<file path="config.mk">
export PLATFORM = sky130hd
export DESIGN_NAME = eth_rx_manchester
export DESIGN_NICKNAME = d
export VERILOG_FILES = /design/src/rtl/eth_rx_manchester.sv
export SDC_FILE = /design/constraint.sdc
export NUM_CORES = 1
export LEC_CHECK = 0
export ABC_CLOCK_PERIOD_IN_PS = 6300
export CORE_ASPECT_RATIO = 0.5
export CORE_MARGIN = 1
export CORE_UTILIZATION = 29
export CTS_BUF_LIST = sky130_fd_sc_hd__clkbuf_8
export DETAILED_ROUTE_END_ITERATION = 16
export GPL_TIMING_DRIVEN = 0
export PLACE_DENSITY = 0.53
export SLEW_MARGIN = 20
export SYNTH_ARGS = -nofsm -noshare
export SYNTH_HDL_FRONTEND = slang
export SYNTH_SLANG_ARGS = --single-unit
</file>
<file path="constraint.sdc">
create_clock -name clk -period 6.3 [get_ports clk]
set_input_delay 1.26 -clock clk [delete_from_list [all_inputs] [get_ports clk]]
set_output_delay 1.26 -clock clk [all_outputs]
set_load 0.01 [all_outputs]
</file>
<file path="src/rtl/eth_rx_manchester.sv">
// eth_rx_manchester
// 10BASE-T Manchester receive path. Oversamples the raw line and recovers bit
// timing from mid-bit transitions. It hunts for the preamble/SFD, then writes
// each received frame byte (destination MAC through FCS) into a BRAM write
// port, and checks the Ethernet CRC-32 residue when carrier is lost.
`timescale 1ns/1ps

module eth_rx_manchester #(
   parameter int OVERSAMPLE = 8,
   parameter int ADDR_W     = 10
) (
   input  logic              clk,
   input  logic              rst_n,
   input  logic              clk_en,
   input  logic              rx_p,
   output logic              rx_busy,
   output logic              bram_wr_en,
   output logic [ADDR_W-1:0] bram_wr_addr,
   output logic [7:0]        bram_wr_data,
   output logic              frame_done,
   output logic [ADDR_W:0]   frame_len,
   output logic              crc_ok,
   output logic              overflow
);

   // Sample-counter thresholds, measured in clk_en samples since the last mid-bit edge
   localparam int SC_ACC_I  = (3 * OVERSAMPLE) / 4;
   localparam int SC_LOSS_I = (3 * OVERSAMPLE) / 2;
   localparam int SC_W      = $clog2(SC_LOSS_I + 1);

   localparam logic [SC_W-1:0]   SC_ACC      = SC_ACC_I[SC_W-1:0];
   localparam logic [SC_W-1:0]   SC_LOSS     = SC_LOSS_I[SC_W-1:0];
   localparam logic [ADDR_W:0]   MAX_BYTES   = {1'b1, {ADDR_W{1'b0}}};
   localparam logic [ADDR_W:0]   CNT_MAX     = '1;
   localparam logic [31:0]       CRC_POLY    = 32'h04C1_1DB7;
   localparam logic [31:0]       CRC_INIT    = 32'hFFFF_FFFF;
   localparam logic [31:0]       CRC_RESIDUE = 32'hC704_DD7B;
   localparam logic [7:0]        SFD         = 8'hD5;

   typedef enum logic [1:0] {
      S_IDLE = 2'd0,
      S_HUNT = 2'd1,
      S_DATA = 2'd2,
      S_DONE = 2'd3
   } state_t;

   // Line front end
   logic              sync1_q;
   logic              sync2_q;
   logic              prev_q;
   logic              edge_seen;
   logic              accept;
   logic              loss;
   logic              line_bit;

   // Bit timing
   logic [SC_W-1:0]   sc_q;
   logic [SC_W-1:0]   sc_d;

   // Control
   state_t            state_q;
   state_t            state_d;
   logic [7:0]        hunt_q;
   logic [7:0]        hunt_d;
   logic [7:0]        hunt_shift;

   // Frame datapath
   logic [31:0]       crc_q;
   logic [31:0]       crc_d;
   logic [31:0]       crc_next;
   logic [7:0]        byte_q;
   logic [7:0]        byte_d;
   logic [7:0]        byte_shift;
   logic [2:0]        bit_cnt_q;
   logic [2:0]        bit_cnt_d;
   logic [ADDR_W:0]   byte_cnt_q;
   logic [ADDR_W:0]   byte_cnt_d;
   logic              ovf_q;
   logic              ovf_d;

   // Registered outputs
   logic              wr_en_q;
   logic              wr_en_d;
   logic [ADDR_W-1:0] wr_addr_q;
   logic [ADDR_W-1:0] wr_addr_d;
   logic [7:0]        wr_data_q;
   logic [7:0]        wr_data_d;
   logic [ADDR_W:0]   frame_len_q;
   logic [ADDR_W:0]   frame_len_d;
   logic              crc_ok_q;
   logic              crc_ok_d;
   logic              overflow_q;
   logic              overflow_d;

   // Two-flop synchroniser; rx_p is asynchronous to clk
   always_ff @(posedge clk or negedge rst_n) begin
      if (!rst_n) begin
         sync1_q <= 1'b0;
         sync2_q <= 1'b0;
      end else begin
         sync1_q <= rx_p;
         sync2_q <= sync1_q;
      end
   end

   // Previous line sample, taken only on clk_en so edges are seen at the sample rate
   always_ff @(posedge clk or negedge rst_n) begin
      if (!rst_n) begin
         prev_q <= 1'b0;
      end else if (clk_en) begin
         prev_q <= sync2_q;
      end
   end

   // Edge classification: early edges are bit-boundary transitions and are ignored
   always_comb begin
      line_bit  = sync2_q;
      edge_seen = clk_en && (sync2_q != prev_q);
      accept    = edge_seen && (sc_q >= SC_ACC);
      loss      = clk_en && !accept && (sc_q == SC_LOSS);
   end

   // Sample counter: restarts on every accepted mid-bit edge, saturates at carrier-loss count
   always_comb begin
      sc_d = sc_q;
      if (clk_en) begin
         if (accept) begin
            sc_d = '0;
         end else if (sc_q != SC_LOSS) begin
            sc_d = sc_q + 1'b1;
         end
      end
   end

   // FSM state register
   always_ff @(posedge clk or negedge rst_n) begin
      if (!rst_n) begin
         state_q <= S_IDLE;
      end else begin
         state_q <= state_d;
      end
   end

   // FSM next-state logic; DONE lasts exactly one clk regardless of clk_en
   always_comb begin
      state_d = state_q;
      case (state_q)
         S_IDLE: begin
            if (accept) begin
               state_d = S_HUNT;
            end
         end
         S_HUNT: begin
            if (loss) begin
               state_d = S_IDLE;
            end else if (accept && (hunt_shift == SFD)) begin
               state_d = S_DATA;
            end
         end
         S_DATA: begin
            if (loss) begin
               state_d = S_DONE;
            end
         end
         default: begin
            state_d = S_IDLE;
         end
      endcase
   end

   // FSM outputs: busy while collecting frame bits, done pulse for the single DONE clk
   always_comb begin
      rx_busy    = (state_q == S_DATA);
      frame_done = (state_q == S_DONE);
   end

   // Shift and CRC step for the bit currently being accepted
   always_comb begin
      hunt_shift = {line_bit, hunt_q[7:1]};
      byte_shift = {line_bit, byte_q[7:1]};
      crc_next   = {crc_q[30:0], 1'b0} ^ ({32{line_bit ^ crc_q[31]}} & CRC_POLY);
   end

   // Frame datapath next-state: SFD search, byte assembly, CRC, BRAM write and frame results
   always_comb begin
      hunt_d      = hunt_q;
      crc_d       = crc_q;
      byte_d      = byte_q;
      bit_cnt_d   = bit_cnt_q;
      byte_cnt_d  = byte_cnt_q;
      ovf_d       = ovf_q;
      wr_en_d     = 1'b0;
      wr_addr_d   = wr_addr_q;
      wr_data_d   = wr_data_q;
      frame_len_d = frame_len_q;
      crc_ok_d    = crc_ok_q;
      overflow_d  = overflow_q;

      case (state_q)
         S_IDLE: begin
            // The edge that wakes us up is not shifted; the preamble has bits to spare
            if (accept) begin
               hunt_d = '0;
            end
         end
         S_HUNT: begin
            if (accept) begin
               hunt_d = hunt_shift;
               if (hunt_shift == SFD) begin
                  crc_d      = CRC_INIT;
                  byte_d     = '0;
                  bit_cnt_d  = '0;
                  byte_cnt_d = '0;
                  ovf_d      = 1'b0;
               end
            end
         end
         S_DATA: begin
            if (accept) begin
               crc_d     = crc_next;
               byte_d    = byte_shift;
               bit_cnt_d = bit_cnt_q + 1'b1;
               if (bit_cnt_q == 3'd7) begin
                  // Bytes beyond the buffer are counted but not written
                  if (byte_cnt_q < MAX_BYTES) begin
                     wr_en_d   = 1'b1;
                     wr_addr_d = byte_cnt_q[ADDR_W-1:0];
                     wr_data_d = byte_shift;
                  end else begin
                     ovf_d = 1'b1;
                  end
                  if (byte_cnt_q != CNT_MAX) begin
                     byte_cnt_d = byte_cnt_q + 1'b1;
                  end
               end
            end else if (loss) begin
               // A trailing partial byte is dropped and spoils the CRC verdict
               frame_len_d = byte_cnt_q;
               crc_ok_d    = (crc_q == CRC_RESIDUE) && (bit_cnt_q == 3'd0) && !ovf_q;
               overflow_d  = ovf_q;
            end
         end
         default: begin
         end
      endcase
   end

   // Datapath and output registers
   always_ff @(posedge clk or negedge rst_n) begin
      if (!rst_n) begin
         sc_q        <= '0;
         hunt_q      <= '0;
         crc_q       <= '0;
         byte_q      <= '0;
         bit_cnt_q   <= '0;
         byte_cnt_q  <= '0;
         ovf_q       <= 1'b0;
         wr_en_q     <= 1'b0;
         wr_addr_q   <= '0;
         wr_data_q   <= '0;
         frame_len_q <= '0;
         crc_ok_q    <= 1'b0;
         overflow_q  <= 1'b0;
      end else begin
         sc_q        <= sc_d;
         hunt_q      <= hunt_d;
         crc_q       <= crc_d;
         byte_q      <= byte_d;
         bit_cnt_q   <= bit_cnt_d;
         byte_cnt_q  <= byte_cnt_d;
         ovf_q       <= ovf_d;
         wr_en_q     <= wr_en_d;
         wr_addr_q   <= wr_addr_d;
         wr_data_q   <= wr_data_d;
         frame_len_q <= frame_len_d;
         crc_ok_q    <= crc_ok_d;
         overflow_q  <= overflow_d;
      end
   end

   assign bram_wr_en   = wr_en_q;
   assign bram_wr_addr = wr_addr_q;
   assign bram_wr_data = wr_data_q;
   assign frame_len    = frame_len_q;
   assign crc_ok       = crc_ok_q;
   assign overflow     = overflow_q;

endmodule

</file>
### Signal wires on met1, run 1

(3 px per um) Cells faint in the background.
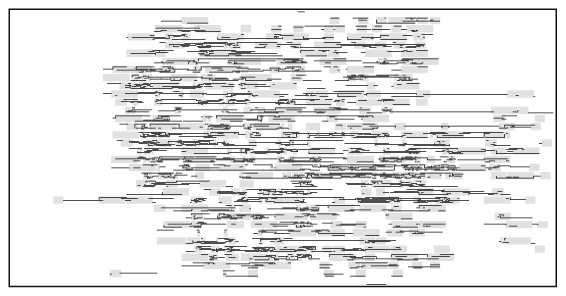
- main direction: horizontal
- nets with wire on the layer: 442
- wire length on this layer: 5460 um

### The metal 2 layer, run 1

(3 px per um)
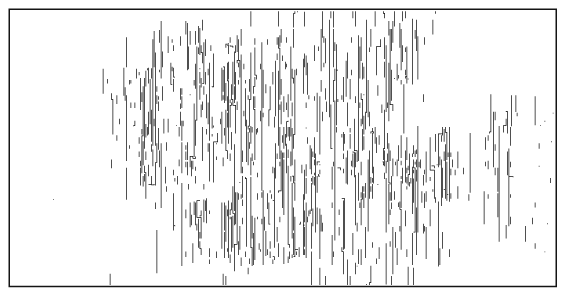
- longest straight run: 49.3 um
- share of all routed wire: 44%
- main direction: vertical
- nets with wire on the layer: 394

### The metal 3 layer, run 1

(2 px per um) Cells faint in the background.
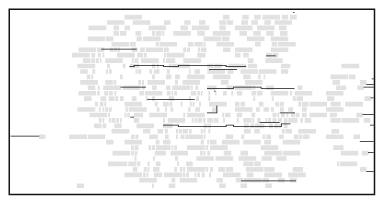
- share of all routed wire: 3.3%
- longest straight run: 27.1 um
- main direction: horizontal
- nets with wire on the layer: 20

### Routing congestion, run 1

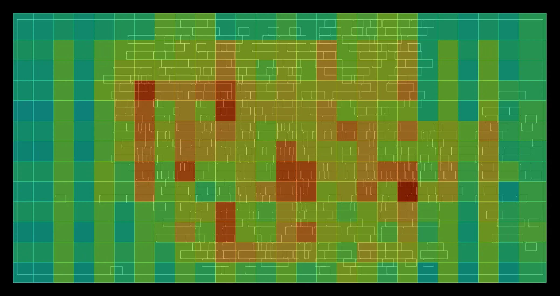
wire length per cell: 15.64 um
GRT Total Usage: 0.1366
fin util: 0.3538
M3 GR Usage: 0.03217

==> flow_metrics.env, run 1 <==
# physical design summary
export IMPL_status="finished, final reports clean"
export IMPL_top_register="crc_q"
export IMPL_via_per_inst=4.902
export IMPL_fa_ha_area_frac=0.01867
export IMPL_fin_skew_ns=0.02074
export IMPL_period_used=0.5839
export IMPL_finalHoldViolations=0
export IMPL_start_kind="flop"
export IMPL_grtUsageMet1=0.2007
export IMPL_clk_pin_slew_ns=0.10
export IMPL_whs_ns=0.3563
export IMPL_topCellsByArea="dfrtp_1, mux2_2, o21ai_0"
export IMPL_grt_pass1_wl_mm=17.97
export IMPL_vias=3294
export IMPL_diodes=0
export IMPL_num_nonclk_buffers=63
export IMPL_coreArea_sq_mm=0.01562
export IMPL_drt_iter0_drc=220
export IMPL_cts_tree="yes"
export IMPL_yosysTopAreaCell="dfrtp_1"
export IMPL_seq_area_frac=0.4621
export IMPL_worstHoldPathCells=0
export IMPL_p_leak_uw=0.002376
export IMPL_cts_hold_buf=0
export IMPL_htreeDepth=3
export IMPL_relSlewSlack=0.4022
export IMPL_wl_met2_mm=4.620
export IMPL_hpwl_mm=7.177
export IMPL_ff_type="dfrtp_1"
export IMPL_post_dp_cell_area_sq_mm=0.005335
export IMPL_cp_top_family="buffers and inverters"
export IMPL_logic_area_sq_mm=0.001941
export IMPL_antenna_found_initial=0
export IMPL_synth_async_reset_ratio=1.000
export IMPL_rsz0062_at_grt="false"
export IMPL_use_met2=0.2016
export IMPL_arrival_ns=2.42
export IMPL_finalSetupTns_ns=0
export IMPL_maxSlewViolCount=0
export IMPL_clk_share=0.03420
export IMPL_yosysCellCount=415
export IMPL_regArea_sq_mm=0.002552
export IMPL_finalWirelength_mm=10.51
export IMPL_log_warning_count=29
export IMPL_layout_cells_non_filler=672
export IMPL_path_buffers=4
export IMPL_fin_nets=474
export IMPL_busiest_layer="met2"
export IMPL_tightest_slew_ns=0.8968
export IMPL_crit_path_max_incr_delay_ns=0.65
export IMPL_setup_viol=0
export IMPL_fill_cells=1559
export IMPL_max_cap_violations=0
export IMPL_pin_count=38
export IMPL_rr_startpoint="sc_q[0]"
export IMPL_post_cts_setup_buffers=0
export IMPL_syn_inst=415
export IMPL_critical_path_class="flop to output pin"
export IMPL_min_from="sync1_q"
export IMPL_pre_cts_ws_ns=2.997
export IMPL_nonClkBufAreaFrac=0.09264
export IMPL_numClockSinks=102
export IMPL_drive_above_1_share=0.1389
export IMPL_ir_worst_vdd_uv=131.8
export IMPL_tapCellCount=204
export IMPL_cts_resized=0
run 1: synthesized netlist by cell type (all sizes together), types with 2 or more instances:
cell,n
or3,5
xor2,2
and2,11
a21oi,14
and3,3
clkbuf,19
o21ai,38
o22a,6
buf,7
nor4b,3
a22o,9
ha,7
inv,20
o31ai,3
nand4,7
a21o,2
mux2,39
nor4,9
o21bai,7
o41ai,3
nand2b,2
nand3,14
dfrtp,102
o21a,7
mux2i,7
nor3,13
xnor2,5
nand2,20
nor2,14
and4b,2
run 1: worst max path at each step:
stage / startpoint / end / slack [ns]
2_1_floorplan: clk_en / bram_wr_addr[2] / 3.60
5_1_grt: state_q[0] / rx_busy / 2.46
3_5_place_dp: state_q[0] / rx_busy / 3.00
4_1_cts: state_q[0] / rx_busy / 2.60
6_report: state_q[0] / rx_busy / 2.62
3_3_place_gp: rst_n / bram_wr_data[1] / -0.20
run 1: worst register-to-register path, cell delays in order (launching register included):
cell	delay [ns]
dfrtp_1	0.42
inv_1	0.09
ha_1	0.20
o21a_1	0.22
o211ai_4	0.32
clkbuf_1	0.41
clkbuf_1	0.44
o21ai_0	0.16
run 1: placed cells by master (no fill, tap or decap), types with 6 or more instances in the layout:
master           Yosys  layout
nor3_1              13      13
a22o_1               9       9
clkdlybuf4s50_1      0      35
mux2_4               9       9
clkbuf_8             0       9
nand4_1              7       7
o21ai_0             37      37
clkbuf_1            19      19
nor4_1               9       9
and2_1              11      11
a21oi_1             14      14
o21bai_1             7       7
ha_1                 7       7
nand3_1             14      14
nand2_1             20      20
mux2i_1              7       7
nor2_1              14      14
o22a_1               6       6
o21a_1               7       7
inv_1               20      20
dfrtp_1            102     102
mux2_2              30      30
run 1: where the power goes:
part           switching, uW  internal, uW  total (uW)
registers                129           794         923
clock network            253           153         407
logic                    188           169         357
--- run 2 (diff from run 1) ---
--- a/config.mk
+++ b/config.mk
@@ -5,7 +5,7 @@
 export SDC_FILE = /design/constraint.sdc
 export NUM_CORES = 1
 export LEC_CHECK = 0
-export ABC_CLOCK_PERIOD_IN_PS = 6300
+export ABC_CLOCK_PERIOD_IN_PS = 3700
 export CORE_ASPECT_RATIO = 0.5
 export CORE_MARGIN = 1
 export CORE_UTILIZATION = 29
==> constraint.sdc (replaced) <==
create_clock -name clk -period 3.7 [get_ports clk]
set_input_delay 0.74 -clock clk [delete_from_list [all_inputs] [get_ports clk]]
set_output_delay 0.74 -clock clk [all_outputs]
set_load 0.01 [all_outputs]
### Signal wires on met1, run 2

(3 px per um) Cells faint in the background.
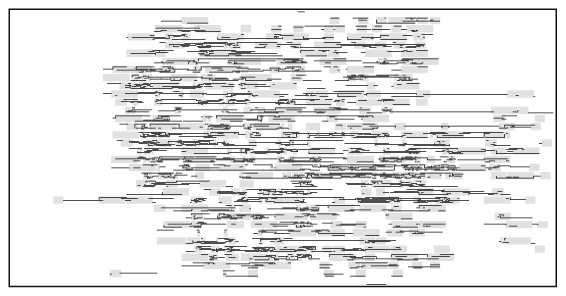
- main direction: horizontal
- nets with wire on the layer: 442
- share of all routed wire: 52%
- longest straight run: 42.3 um

==> run 2 against run 1 <==
Synthesized area did not move; clock power is about 70% higher; worst hold slack got worse by 0.076 ns; register-to-register slack worse by 2.6 ns; cell count unchanged; synthesized cell count stayed put; clock skew unchanged.
==> flow_metrics.env, run 2 <==
# physical design summary
export IMPL_yosysTopAreaCell="dfrtp_1"
export IMPL_synth_async_reset_ratio=1.000
export IMPL_rsz0062_at_grt="false"
export IMPL_power_top_consumer="sequential cells"
export IMPL_grtUsageTotal=0.1366
export IMPL_p_int_uw=1901
export IMPL_p_leak_uw=0.002376
export IMPL_die_h_um=91.93
export IMPL_grt_pass1_wl_mm=17.97
export IMPL_setup_viol=0
export IMPL_antenna_found_initial=0
export IMPL_log_warning_count=29
export IMPL_fin_skew_ns=0.02074
export IMPL_synth_flop_count=102
export IMPL_power_combinational_total_uw=608
export IMPL_ff_type="dfrtp_1"
export IMPL_htreeDepth=3
export IMPL_clkPwrFrac=0.241
export IMPL_clk_pin_slew_ns=0.11
export IMPL_layout_cells_non_filler=672
export IMPL_coreArea_sq_mm=0.01562
export IMPL_pg_seq_uw=1570
export IMPL_p_seq_frac=0.547
export IMPL_period_used=0.8537
export IMPL_fin_nets=474
export IMPL_syn_inst=415
export IMPL_power_clock_uw=692
export IMPL_p_switching_uw=971.4
export IMPL_utilization=0.3538
export IMPL_combPwrFrac=0.212
export IMPL_relSlewSlack=0.4022
export IMPL_dp_cells=656
export IMPL_hpwl_mm=7.177
export IMPL_yosysCellCount=415
export IMPL_arrival_ns=2.42
export IMPL_swShare=0.3382
export IMPL_start_kind="flop"
export IMPL_wire_per_inst_um=15.64
export IMPL_finalHoldViolations=0
export IMPL_lay_top_cells="dfrtp_1, o21ai_0, clkdlybuf4s50_1"
export IMPL_die_width_um=181.9
export IMPL_lay_top_count="dfrtp_1"
export IMPL_numClockSinks=102
export IMPL_cts_tree="yes"
export IMPL_drive_above_1_share=0.1389
export IMPL_max_cap_violations=0
export IMPL_maxSlewViolCount=0
export IMPL_whs_ns=0.2799
export IMPL_finalWirelength_mm=10.51
export IMPL_ir_worst_vdd_uv=224.5
export IMPL_status="finished, final reports clean"
export IMPL_cts_resized=0
export IMPL_diodes=0
export IMPL_cts_hold_buf=0
export IMPL_critical_path_class="flop to output pin"
export IMPL_top_cells_by_count="dfrtp_1, o21ai_0, mux2_2, inv_1, nand2_1"
export IMPL_pin_count=38
export IMPL_vias=3294
export IMPL_via_per_inst=4.902
export IMPL_topCellsByArea="dfrtp_1, mux2_2, o21ai_0"
export IMPL_most_common_cell="dfrtp_1"
export IMPL_tightest_slew_ns=0.8968
export IMPL_post_cts_setup_buffers=0
export IMPL_clk_latency_ns=0.39
export IMPL_top_register="crc_q"
export IMPL_fin_crit_ns=3.159
export IMPL_drt_iter0_drc=220
export IMPL_fill_cells=1559
### Routing congestion, run 2

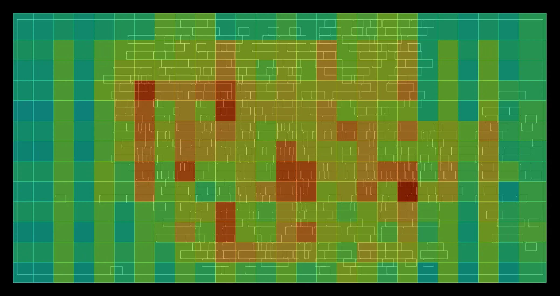
grt peak-use layer: met2
routing usage on met1: 0.2007
grt met2 use: 0.2016

==> run 2: final timing paths <==
check | start | to | slack (ns)
setup / recovery | state_q[0] | rx_busy | 0.54
setup reg to reg | sc_q[0] | state_q[1] | 1.29
max in group asynchronous | rst_n | bram_wr_addr[9] | 2.80
hold / removal | rst_n | crc_q[7] | 0.28
hold reg to reg | sync1_q | line_bit | 0.36
min in group clk | sync1_q | line_bit | 0.36
==> run 2: cell type report <==
cell class | count | area, sq um | share of cell area
sequential | 102 | 2552 | 0.4621
multi-input combinational | 267 | 1941 | 0.3513
timing repair buffer | 37 | 389.1 | 0.07044
tap | 204 | 255.2 | 0.04621
clock buffer | 9 | 123.9 | 0.02242
buffer | 26 | 122.6 | 0.02220
inverter | 20 | 75.07 | 0.01359
clock inverter | 7 | 65.06 | 0.01178
==> run 2: metal layers <==
metal	vias to the layer above	global-route usage	share of wire
li1	1591	-	-
met1	1653	0.2007	0.52
met2	44	0.2016	0.44
met3	6	0.03217	0.033
met4	0	0.03221	0.0076
met5	-	0	0
==> run 2: cell families after synthesis <==
logic type	share of synthesized area
buffers and inverters	0.04214
xor gates and xnor gates	0.01467
DFF	0.5441
and+or+nand+nor	0.1238
AOI/OAI and AO/OA	0.1408
muxes	0.1158
adders and majority gates	0.01867
==> run 2: stage by stage <==
stage	area, sq um	worst slack (ns)	TNS, ns	power (uW)
2_1_floorplan	4691	1.515	0	1990
3_3_place_gp	5306	-2.279	-231.67	2177
3_5_place_dp	5335	0.9173	0	2199
4_1_cts	5524	0.5199	0	2906
5_1_grt	5524	0.3784	0	3088
6_report	5524	0.5415	0	2872
==> run 2: worst max-delay path: stages (launching register included) <==
cell and delay (ns):
dfrtp_1 0.41, nand2b_1 0.14, buf_2 0.18, inv_1 0.18, clkbuf_1 0.49, clkdlybuf4s50_1 0.65
Power figures rest on the tool's default switching activity, not on a simulated workload.
